Figure 1. Routed clock nets over the placement (run 1).
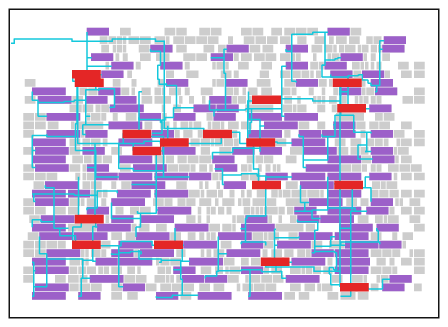
Figure 2. Cell outlines without signal wires (run 1).
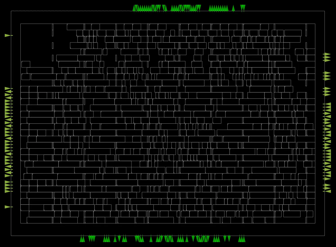
Figure 3. A small window of the routed layout (run 1).
Scale bar: 10 um. Window x 56 to 81, y 17 to 42 um. Cells in gray, sequential cells in the stronger gray; small squares are vias.
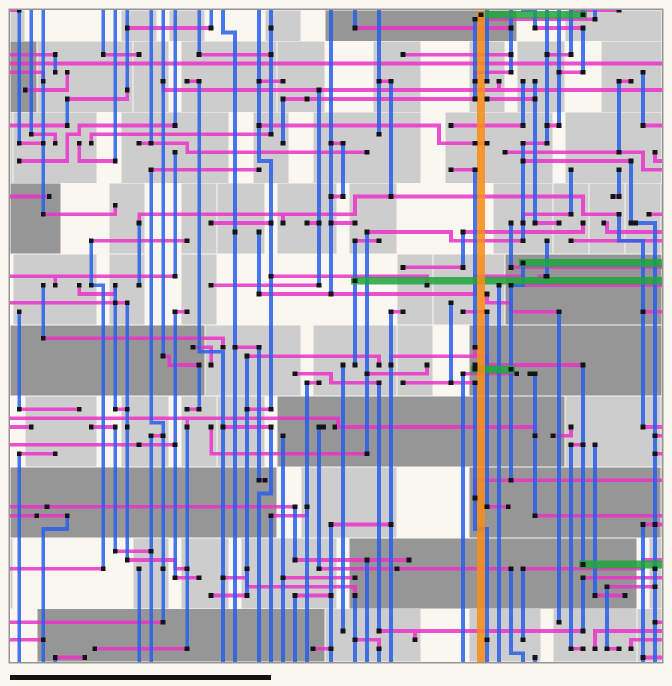
Figure 4. Logic cells by family (run 1).
Scale bar: 50 um.
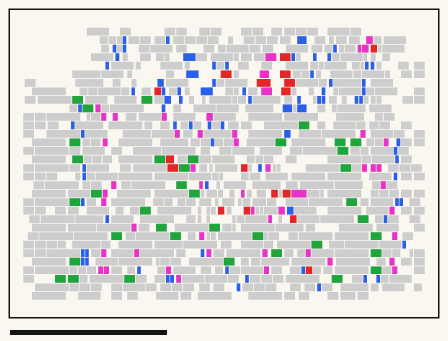
## src/rtl/reg_writeback_unit_if.sv

```systemverilog
// Write-back bus bundle: ALU and load result inputs, issue tracking, register-file write port and scoreboard.
// Forwarding signals exist only when WB_BYPASS_EN is defined.
interface reg_writeback_unit_if #(
  parameter int unsigned DATA_W     = 32,
  parameter int unsigned REG_ADDR_W = 5
);
  localparam int unsigned NUM_REGS = 1 << REG_ADDR_W;

  logic                  alu_valid;
  logic [REG_ADDR_W-1:0] alu_reg;
  logic [DATA_W-1:0]     alu_data;
  logic                  load_valid;
  logic                  load_ready;
  logic [REG_ADDR_W-1:0] load_reg;
  logic [DATA_W-1:0]     load_data;
  logic                  issue_valid;
  logic [REG_ADDR_W-1:0] issue_reg;
  logic                  write_enable;
  logic [REG_ADDR_W-1:0] write_reg;
  logic [DATA_W-1:0]     write_data;
  logic [NUM_REGS-1:0]   busy;
  logic                  wb_idle;
`ifdef WB_BYPASS_EN
  logic [REG_ADDR_W-1:0] read_reg_1;
  logic [REG_ADDR_W-1:0] read_reg_2;
  logic [DATA_W-1:0]     rf_data_1;
  logic [DATA_W-1:0]     rf_data_2;
  logic [DATA_W-1:0]     fwd_data_1;
  logic [DATA_W-1:0]     fwd_data_2;
`endif

  modport master (
    output alu_valid, alu_reg, alu_data,
    output load_valid, load_reg, load_data,
    output issue_valid, issue_reg,
    input  load_ready, write_enable, write_reg, write_data, busy, wb_idle
`ifdef WB_BYPASS_EN
    ,
    output read_reg_1, read_reg_2, rf_data_1, rf_data_2,
    input  fwd_data_1, fwd_data_2
`endif
  );

  modport slave (
    input  alu_valid, alu_reg, alu_data,
    input  load_valid, load_reg, load_data,
    input  issue_valid, issue_reg,
    output load_ready, write_enable, write_reg, write_data, busy, wb_idle
`ifdef WB_BYPASS_EN
    ,
    input  read_reg_1, read_reg_2, rf_data_1, rf_data_2,
    output fwd_data_1, fwd_data_2
`endif
  );
endinterface

```

## src/rtl/reg_writeback_unit.sv

```systemverilog
// Register-file writer: ALU results take priority over a load-completion FIFO; keeps a RAW scoreboard.
// Define WB_BYPASS_EN to add write-port forwarding and earlier scoreboard clear.
module reg_writeback_unit #(
  parameter int unsigned LOAD_FIFO_DEPTH = 2,
  parameter int unsigned DATA_W          = 32,
  parameter int unsigned REG_ADDR_W      = 5
) (
  input logic                 clock,
  input logic                 reset_n,
  reg_writeback_unit_if.slave wb
);
  localparam int unsigned NUM_REGS = 1 << REG_ADDR_W;
  localparam int unsigned PTR_W    = (LOAD_FIFO_DEPTH > 1) ? $clog2(LOAD_FIFO_DEPTH) : 1;
  localparam int unsigned CNT_W    = PTR_W + 1;

  logic [REG_ADDR_W-1:0] fifo_reg_q  [LOAD_FIFO_DEPTH];
  logic [DATA_W-1:0]     fifo_data_q [LOAD_FIFO_DEPTH];
  logic [PTR_W-1:0]      wr_ptr_q, wr_ptr_d;
  logic [PTR_W-1:0]      rd_ptr_q, rd_ptr_d;
  logic [CNT_W-1:0]      count_q, count_d;
  logic                  we_q, we_d;
  logic [REG_ADDR_W-1:0] wreg_q, wreg_d;
  logic [DATA_W-1:0]     wdata_q, wdata_d;
  logic [NUM_REGS-1:0]   busy_q, busy_d;
  logic [NUM_REGS-1:0]   set_mask, clr_mask;
  logic                  fifo_empty, push, pop;
  logic                  sel_valid;
  logic [REG_ADDR_W-1:0] sel_reg;
  logic [DATA_W-1:0]     sel_data;

  assign fifo_empty    = (count_q == '0);
  assign wb.load_ready = (count_q < CNT_W'(LOAD_FIFO_DEPTH)) && reset_n;
  assign push          = wb.load_valid && wb.load_ready;
  assign pop           = !wb.alu_valid && !fifo_empty;

  // ALU wins; FIFO head is consumed only on cycles with no ALU result.
  always_comb begin
    sel_valid = 1'b0;
    sel_reg   = '0;
    sel_data  = '0;
    if (wb.alu_valid) begin
      sel_valid = 1'b1;
      sel_reg   = wb.alu_reg;
      sel_data  = wb.alu_data;
    end else if (!fifo_empty) begin
      sel_valid = 1'b1;
      sel_reg   = fifo_reg_q[rd_ptr_q];
      sel_data  = fifo_data_q[rd_ptr_q];
    end
  end

  always_comb begin
    wr_ptr_d = wr_ptr_q;
    rd_ptr_d = rd_ptr_q;
    count_d  = count_q + CNT_W'(push) - CNT_W'(pop);
    we_d     = 1'b0;
    wreg_d   = wreg_q;
    wdata_d  = wdata_q;
    set_mask = '0;
    clr_mask = '0;
    if (push) wr_ptr_d = wr_ptr_q + PTR_W'(1);
    if (pop)  rd_ptr_d = rd_ptr_q + PTR_W'(1);
    if (sel_valid) begin
      wreg_d  = sel_reg;
      wdata_d = sel_data;
      we_d    = (sel_reg != '0);
    end
    for (int unsigned i = 1; i < NUM_REGS; i++) begin
      set_mask[i] = wb.issue_valid && (wb.issue_reg == REG_ADDR_W'(i));
`ifdef WB_BYPASS_EN
      clr_mask[i] = we_d && (wreg_d == REG_ADDR_W'(i));
`else
      clr_mask[i] = we_q && (wreg_q == REG_ADDR_W'(i));
`endif
    end
    // Set after clear so a same-edge issue keeps the bit.
    busy_d = (busy_q & ~clr_mask) | set_mask;
  end

  always_ff @(posedge clock) begin
    if (!reset_n) begin
      wr_ptr_q <= '0;
      rd_ptr_q <= '0;
      count_q  <= '0;
      we_q     <= 1'b0;
      wreg_q   <= '0;
      wdata_q  <= '0;
      busy_q   <= '0;
    end else begin
      wr_ptr_q <= wr_ptr_d;
      rd_ptr_q <= rd_ptr_d;
      count_q  <= count_d;
      we_q     <= we_d;
      wreg_q   <= wreg_d;
      wdata_q  <= wdata_d;
      busy_q   <= busy_d;
    end
  end

  // Payload storage needs no reset; validity lives in the pointers and count.
  always_ff @(posedge clock) begin
    if (push) begin
      fifo_reg_q[wr_ptr_q]  <= wb.load_reg;
      fifo_data_q[wr_ptr_q] <= wb.load_data;
    end
  end

  assign wb.write_enable = we_q;
  assign wb.write_reg    = wreg_q;
  assign wb.write_data   = wdata_q;
  assign wb.busy         = busy_q;
  assign wb.wb_idle      = fifo_empty && !we_q;

`ifdef WB_BYPASS_EN
  assign wb.fwd_data_1 = (we_q && (wreg_q == wb.read_reg_1) && (wb.read_reg_1 != '0))
                         ? wdata_q : wb.rf_data_1;
  assign wb.fwd_data_2 = (we_q && (wreg_q == wb.read_reg_2) && (wb.read_reg_2 != '0))
                         ? wdata_q : wb.rf_data_2;
`endif
endmodule

```

## src/flat_wrapper.sv

```systemverilog
// flat-port wrapper written by rule: the top's interface ports become plain ports
module reg_writeback_unit_flat 
#(
  parameter int unsigned LOAD_FIFO_DEPTH = 2,
  parameter int unsigned DATA_W          = 32,
  parameter int unsigned REG_ADDR_W      = 5
)
  (clock, reset_n, wb_alu_valid, wb_alu_reg, wb_alu_data, wb_load_valid, wb_load_reg, wb_load_data, wb_issue_valid, wb_issue_reg, wb_load_ready, wb_write_enable, wb_write_reg, wb_write_data, wb_busy, wb_wb_idle);
  reg_writeback_unit_if #(.DATA_W(DATA_W), .REG_ADDR_W(REG_ADDR_W)) wb_i ();
  input logic clock;
  input logic reset_n;
  input wire logic [$bits(wb_i.alu_valid)-1:0] wb_alu_valid;
  input wire logic [$bits(wb_i.alu_reg)-1:0] wb_alu_reg;
  input wire logic [$bits(wb_i.alu_data)-1:0] wb_alu_data;
  input wire logic [$bits(wb_i.load_valid)-1:0] wb_load_valid;
  input wire logic [$bits(wb_i.load_reg)-1:0] wb_load_reg;
  input wire logic [$bits(wb_i.load_data)-1:0] wb_load_data;
  input wire logic [$bits(wb_i.issue_valid)-1:0] wb_issue_valid;
  input wire logic [$bits(wb_i.issue_reg)-1:0] wb_issue_reg;
  output wire logic [$bits(wb_i.load_ready)-1:0] wb_load_ready;
  output wire logic [$bits(wb_i.write_enable)-1:0] wb_write_enable;
  output wire logic [$bits(wb_i.write_reg)-1:0] wb_write_reg;
  output wire logic [$bits(wb_i.write_data)-1:0] wb_write_data;
  output wire logic [$bits(wb_i.busy)-1:0] wb_busy;
  output wire logic [$bits(wb_i.wb_idle)-1:0] wb_wb_idle;
  assign wb_i.alu_valid = wb_alu_valid;
  assign wb_i.alu_reg = wb_alu_reg;
  assign wb_i.alu_data = wb_alu_data;
  assign wb_i.load_valid = wb_load_valid;
  assign wb_i.load_reg = wb_load_reg;
  assign wb_i.load_data = wb_load_data;
  assign wb_i.issue_valid = wb_issue_valid;
  assign wb_i.issue_reg = wb_issue_reg;
  assign wb_load_ready = wb_i.load_ready;
  assign wb_write_enable = wb_i.write_enable;
  assign wb_write_reg = wb_i.write_reg;
  assign wb_write_data = wb_i.write_data;
  assign wb_busy = wb_i.busy;
  assign wb_wb_idle = wb_i.wb_idle;
  reg_writeback_unit #(.LOAD_FIFO_DEPTH(LOAD_FIFO_DEPTH), .DATA_W(DATA_W), .REG_ADDR_W(REG_ADDR_W)) u_core (.clock(clock), .reset_n(reset_n), .wb(wb_i));
endmodule
```

## config.mk

```make
export PLATFORM = sky130hd
export DESIGN_NAME = reg_writeback_unit_flat
export DESIGN_NICKNAME = d
export VERILOG_FILES = /design/src/rtl/reg_writeback_unit_if.sv /design/src/rtl/reg_writeback_unit.sv /design/src/flat_wrapper.sv
export SDC_FILE = /design/constraint.sdc
export NUM_CORES = 1
export LEC_CHECK = 0
export CORE_ASPECT_RATIO = 0.7
export CORE_MARGIN = 4
export CORE_UTILIZATION = 53
export CTS_CLUSTER_SIZE = 12
export DETAILED_ROUTE_END_ITERATION = 8
export GPL_TIMING_DRIVEN = 0
export PLACE_DENSITY = 0.83
export SETUP_SLACK_MARGIN = 0.5
export SYNTH_ARGS = -nofsm -noshare
export SYNTH_HDL_FRONTEND = slang
export SYNTH_SLANG_ARGS = --single-unit
```

## constraint.sdc

```tcl
create_clock -name clock -period 5.6 [get_ports clock]
set_clock_uncertainty 0.15 [all_clocks]
set_input_delay 1.12 -clock clock [delete_from_list [all_inputs] [get_ports clock]]
set_output_delay 1.12 -clock clock [all_outputs]
set_load 0.02 [all_outputs]
```

==> flow_summary.ini, run 1 <==
; flow metrics
[global_route]
grt_usage_pct = 25.7
grtUsageMet3_pct = 6.54
grt_pass1_vias = 5026

[place]
placed_cell_area_um2 = 7890
gp_congestion = 0.925

[synth]
ys_sh_xor_pct = 0.428
top_area_share_pct = 36.2
edf_count = 74
yosysSeqAreaShare_pct = 60.3
synthArstFlopShare_pct = 0
fp_nets = 608
ys.flops = 148

[detailed_routing]
wl_per_cell_um = 19.8
drt-pass1-iter-count = 5
wl_met2_um = 8100
wl_met3_um = 1570
routed_wl_um = 17100

[hold_path]
worstHoldStart = u_core.wb.busy[6]$_SDFF_PN0_

[final_layout]
mi_logic_area_um2 = 2220
area_growth_pct = 38.9
layout.cells.most_common = clkdlybuf4s50_1
flop_area_um2 = 3700
final-nonclk-buf-share_pct = 20.7
final_util_pct = 76.3
drive_gt1_share_pct = 6.78

[cts]
cts_tree = yes
hold_buffers = 0
clockBufferDepth = 2
cts-resized-gates = 0
clkLatencyLatePin_ns = 0.42

[critical_path]
crit_path_max_fanout = 3
start_kind = input pin

[pwr]
pwr-share-seq_pct = 38.7
internal_power_mw = 2.38
p_switching_mw = 0.997

[sta]
tightest_slew_ns = 0.952

[run_status]
status = complete, no violations
-- Figure 1 (at the start) --
Key: purple = flip-flops [count 148]; red = cells driving clock nets [count 17]; cyan = clock wires [length 1760 um]
There are 18 routed clock nets.

-- Figure 2 (at the start) --
flop share of the area: 43.5%
fillcell total: 698

-- Figure 3 (at the start) --
Key: blue = met2; orange = met4; magenta = met1; green = met3
Most frequent: clkbuf_1 (10), edfxtp_1 (6). Netlist names of flops here include u_core.fifo_data_q (6). Sequential cells in the window: 8. 52 logic cells have their middle in the window.

-- Figure 4 (at the start) --
Key: magenta = NOR gates [cells 50]; red = AND and OR gates [cells 17]; green = multiplexers [cells 37]; blue = NAND gates [cells 79, where all over the die]

Figure 5. Routed metal per tile (run 1).
The die is cut into 27 by 20 equal tiles; black is low, pale yellow is high, scaled to the fullest tile. Values are wire area over tile area, all layers added.
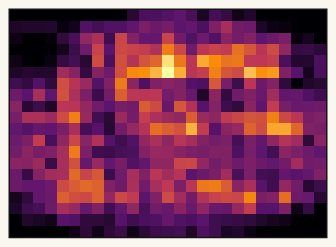

==> run 2, diff against run 1 <==
--- a/config.mk
+++ b/config.mk
@@ -7,11 +7,11 @@
 export LEC_CHECK = 0
 export CORE_ASPECT_RATIO = 0.7
 export CORE_MARGIN = 4
-export CORE_UTILIZATION = 53
+export CORE_UTILIZATION = 44
 export CTS_CLUSTER_SIZE = 12
 export DETAILED_ROUTE_END_ITERATION = 8
 export GPL_TIMING_DRIVEN = 0
-export PLACE_DENSITY = 0.83
+export PLACE_DENSITY = 0.73
 export SETUP_SLACK_MARGIN = 0.5
 export SYNTH_ARGS = -nofsm -noshare
 export SYNTH_HDL_FRONTEND = slang
==> constraint.sdc (replaced) <==
create_clock -name clock -period 3.3 [get_ports clock]
set_clock_uncertainty 0.15 [all_clocks]
set_input_delay 0.66 -clock clock [delete_from_list [all_inputs] [get_ports clock]]
set_output_delay 0.66 -clock clock [all_outputs]
set_load 0.02 [all_outputs]
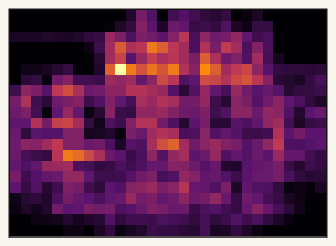
Figure 6: run 2, routed metal per tile.
The die is cut into 30 by 21 equal tiles; black is low, pale yellow is high, scaled to the fullest tile. Values are wire area over tile area, all layers added.
14% of the tiles are nearly empty. The emptiest ninth of the die: north-west. The densest ninth of the die: north. 5.4% of the tiles are over half the peak. The fullest tile reaches 0.76.

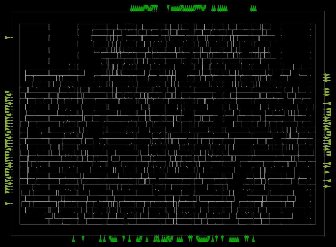
Figure 7: run 2, cell outlines without signal wires.
core box area: 13400 um2
fillcell total: 1054
n_taps: 185
site row count: 35

==> flow_summary.ini, run 2 <==
; flow metrics
[run_status]
status = complete, no violations

[place]
gp_congestion = 0.847

[final_layout]
flop_area_um2 = 3700
final-nonclk-buf-share_pct = 20.6
final_util_pct = 63.2
drive_gt1_share_pct = 6.51
layout.cells.most_common = clkdlybuf4s50_1
seq_area_share_pct = 43.7

[global_route]
grt_pass1_vias = 5011
grtUsageMet3_pct = 6.34
grt_usage_pct = 21.3

[cts]
cts_tree = yes
hold_buffers = 0
clkLatencyLatePin_ns = 0.42
cts-resized-gates = 2

[synth]
top_area_share_pct = 36.2
fp_nets = 608
edf_count = 74
ys.flops = 148
synthArstFlopShare_pct = 0

[pwr]
pwr-share-seq_pct = 40.0
p_switching_mw = 1.65
internal_power_mw = 3.91

[hold_path]
worstHoldStart = u_core.wb.busy[16]$_SDFF_PN0_

[detailed_routing]
drt-pass1-iter-count = 5
wl_per_cell_um = 18.9

[sta]
tightest_slew_ns = 1.13
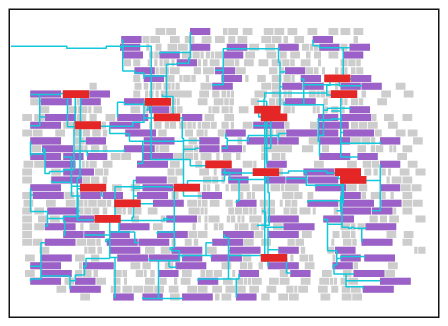
Figure 8: run 2, routed clock nets over the placement.
Key: purple = flip-flops [count 148]; cyan = clock wires [length 1780 um]; red = cells driving clock nets [count 17]
Position of the flops: all over the die.

Figure 9. A small window of the routed layout (run 2).
Scale bar: 10 um. Window x 62 to 87, y 20 to 45 um. Cells in gray, sequential cells in the stronger gray; small squares are vias.
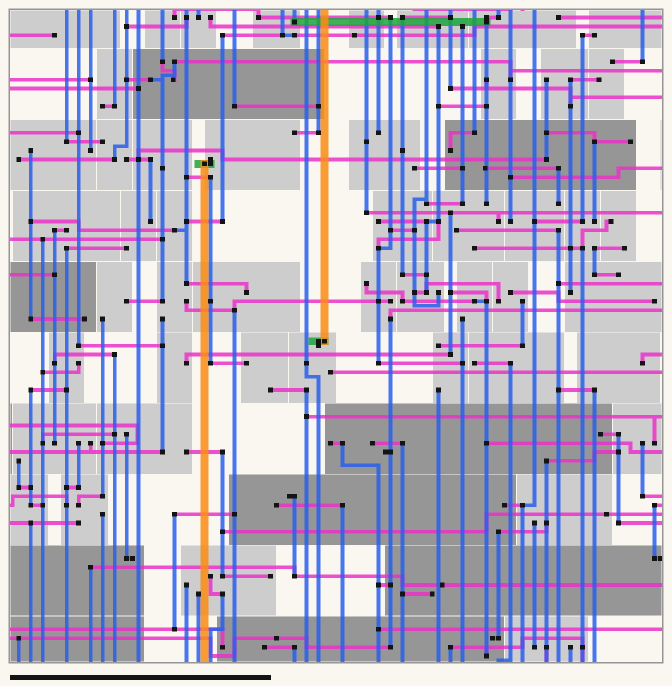

==> run 3, diff against run 2 <==
==> constraint.sdc (replaced) <==
create_clock -name clock -period 2.2 [get_ports clock]
set_clock_uncertainty 0.15 [all_clocks]
set_input_delay 0.44 -clock clock [delete_from_list [all_inputs] [get_ports clock]]
set_output_delay 0.44 -clock clock [all_outputs]
set_load 0.02 [all_outputs]
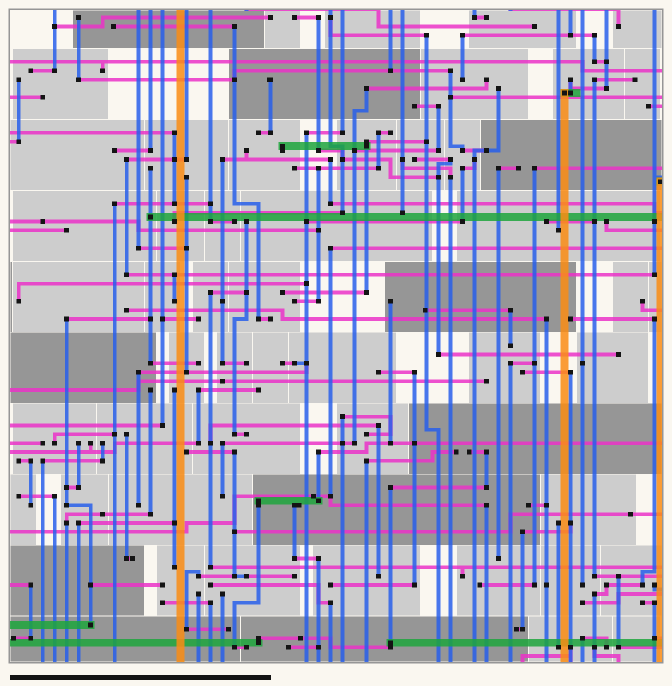
Figure 10: run 3, a small window of the routed layout.
Scale bar: 10 um. Window x 62 to 87, y 20 to 45 um. Cells in gray, sequential cells in the stronger gray; small squares are vias.
Key: magenta = met1; orange = met4; green = met3; blue = met2
Sequential cells in the window: 9. 53 logic cells have their middle in the window. Netlist names of flops here include u_core.fifo_data_q (4), u_core.wb.write_data (2). Most frequent: clkbuf_1 (8).

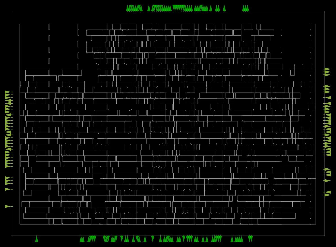
Figure 11: run 3, cell outlines without signal wires.
fin cells: 918
flip-flops: 148

==> flow_summary.ini, run 3 <==
; flow metrics
[cts]
clkLatencyLatePin_ns = 0.41
cts-resized-gates = 160
hold_buffers = 0
h-tree-depth = 4
cts_tree = yes
cts-root-buf = clkbuf_16

[synth]
syn_area_per_cell_um2 = 11.8
edf_count = 74
ys.flops = 148
yosysSeqAreaShare_pct = 60.3
top_area_share_pct = 36.2
synthArstFlopShare_pct = 0
fp_nets = 608
synth_top_flop_cell = edfxtp_1

[die]
fp_util_pct = 45.8
rows = 35
taps = 185
core-area_um2 = 13400

[pwr]
p_switching_mw = 2.74
internal_power_mw = 6.54
p_sw_share_pct = 29.5
total_power_mw = 9.28
pwr-share-seq_pct = 36.1

[final_layout]
antennaDiodeCount = 0
top_register = u_core.fifo_data_q
flop_area_um2 = 3720
lay_top_cells = clkdlybuf4s50_1 (80), edfxtp_1 (74), nand2_1 (69), dfxtp_1 (67), clkdlybuf4s15_1 (38)
layout.cells.most_common = clkdlybuf4s50_1
final-nonclk-buf-share_pct = 22.9
mi_logic_area_um2 = 2390
largest_class = flip-flops and latches
drive_gt1_share_pct = 18.7
fill_cells = 967

[global_route]
grt_pass1_vias = 5070
grt_overflow = 0
grt_usage_pct = 22.2
grtUsageMet3_pct = 6.00

[place]
gp_congestion = 0.876
port-buffer-count = 153

[detailed_routing]
drt-pass1-iter-count = 5
wl_per_cell_um = 19.8
drt_iter0_markers = 330
drc = 0

[critical_path]
worstReg2RegStart = u_core.count_q[1]$_SDFF_PN0_
cpLargestDelayFamily = buffers and inverters

[run_status]
status = complete, no violations

[sta]
fin_tns_setup_ns = 0
tightest_slew_ns = 0.584
finalSetupViolations = 0
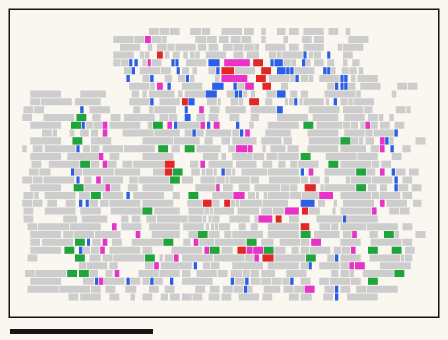
Figure 12: run 3, logic cells by family.
Scale bar: 50 um.
Key: blue = NAND gates [cells 79]; red = AND and OR gates [cells 18]; magenta = NOR gates [cells 51]; green = multiplexers [cells 37]

No activity file was given, so power comes from the tool's default toggle rates.
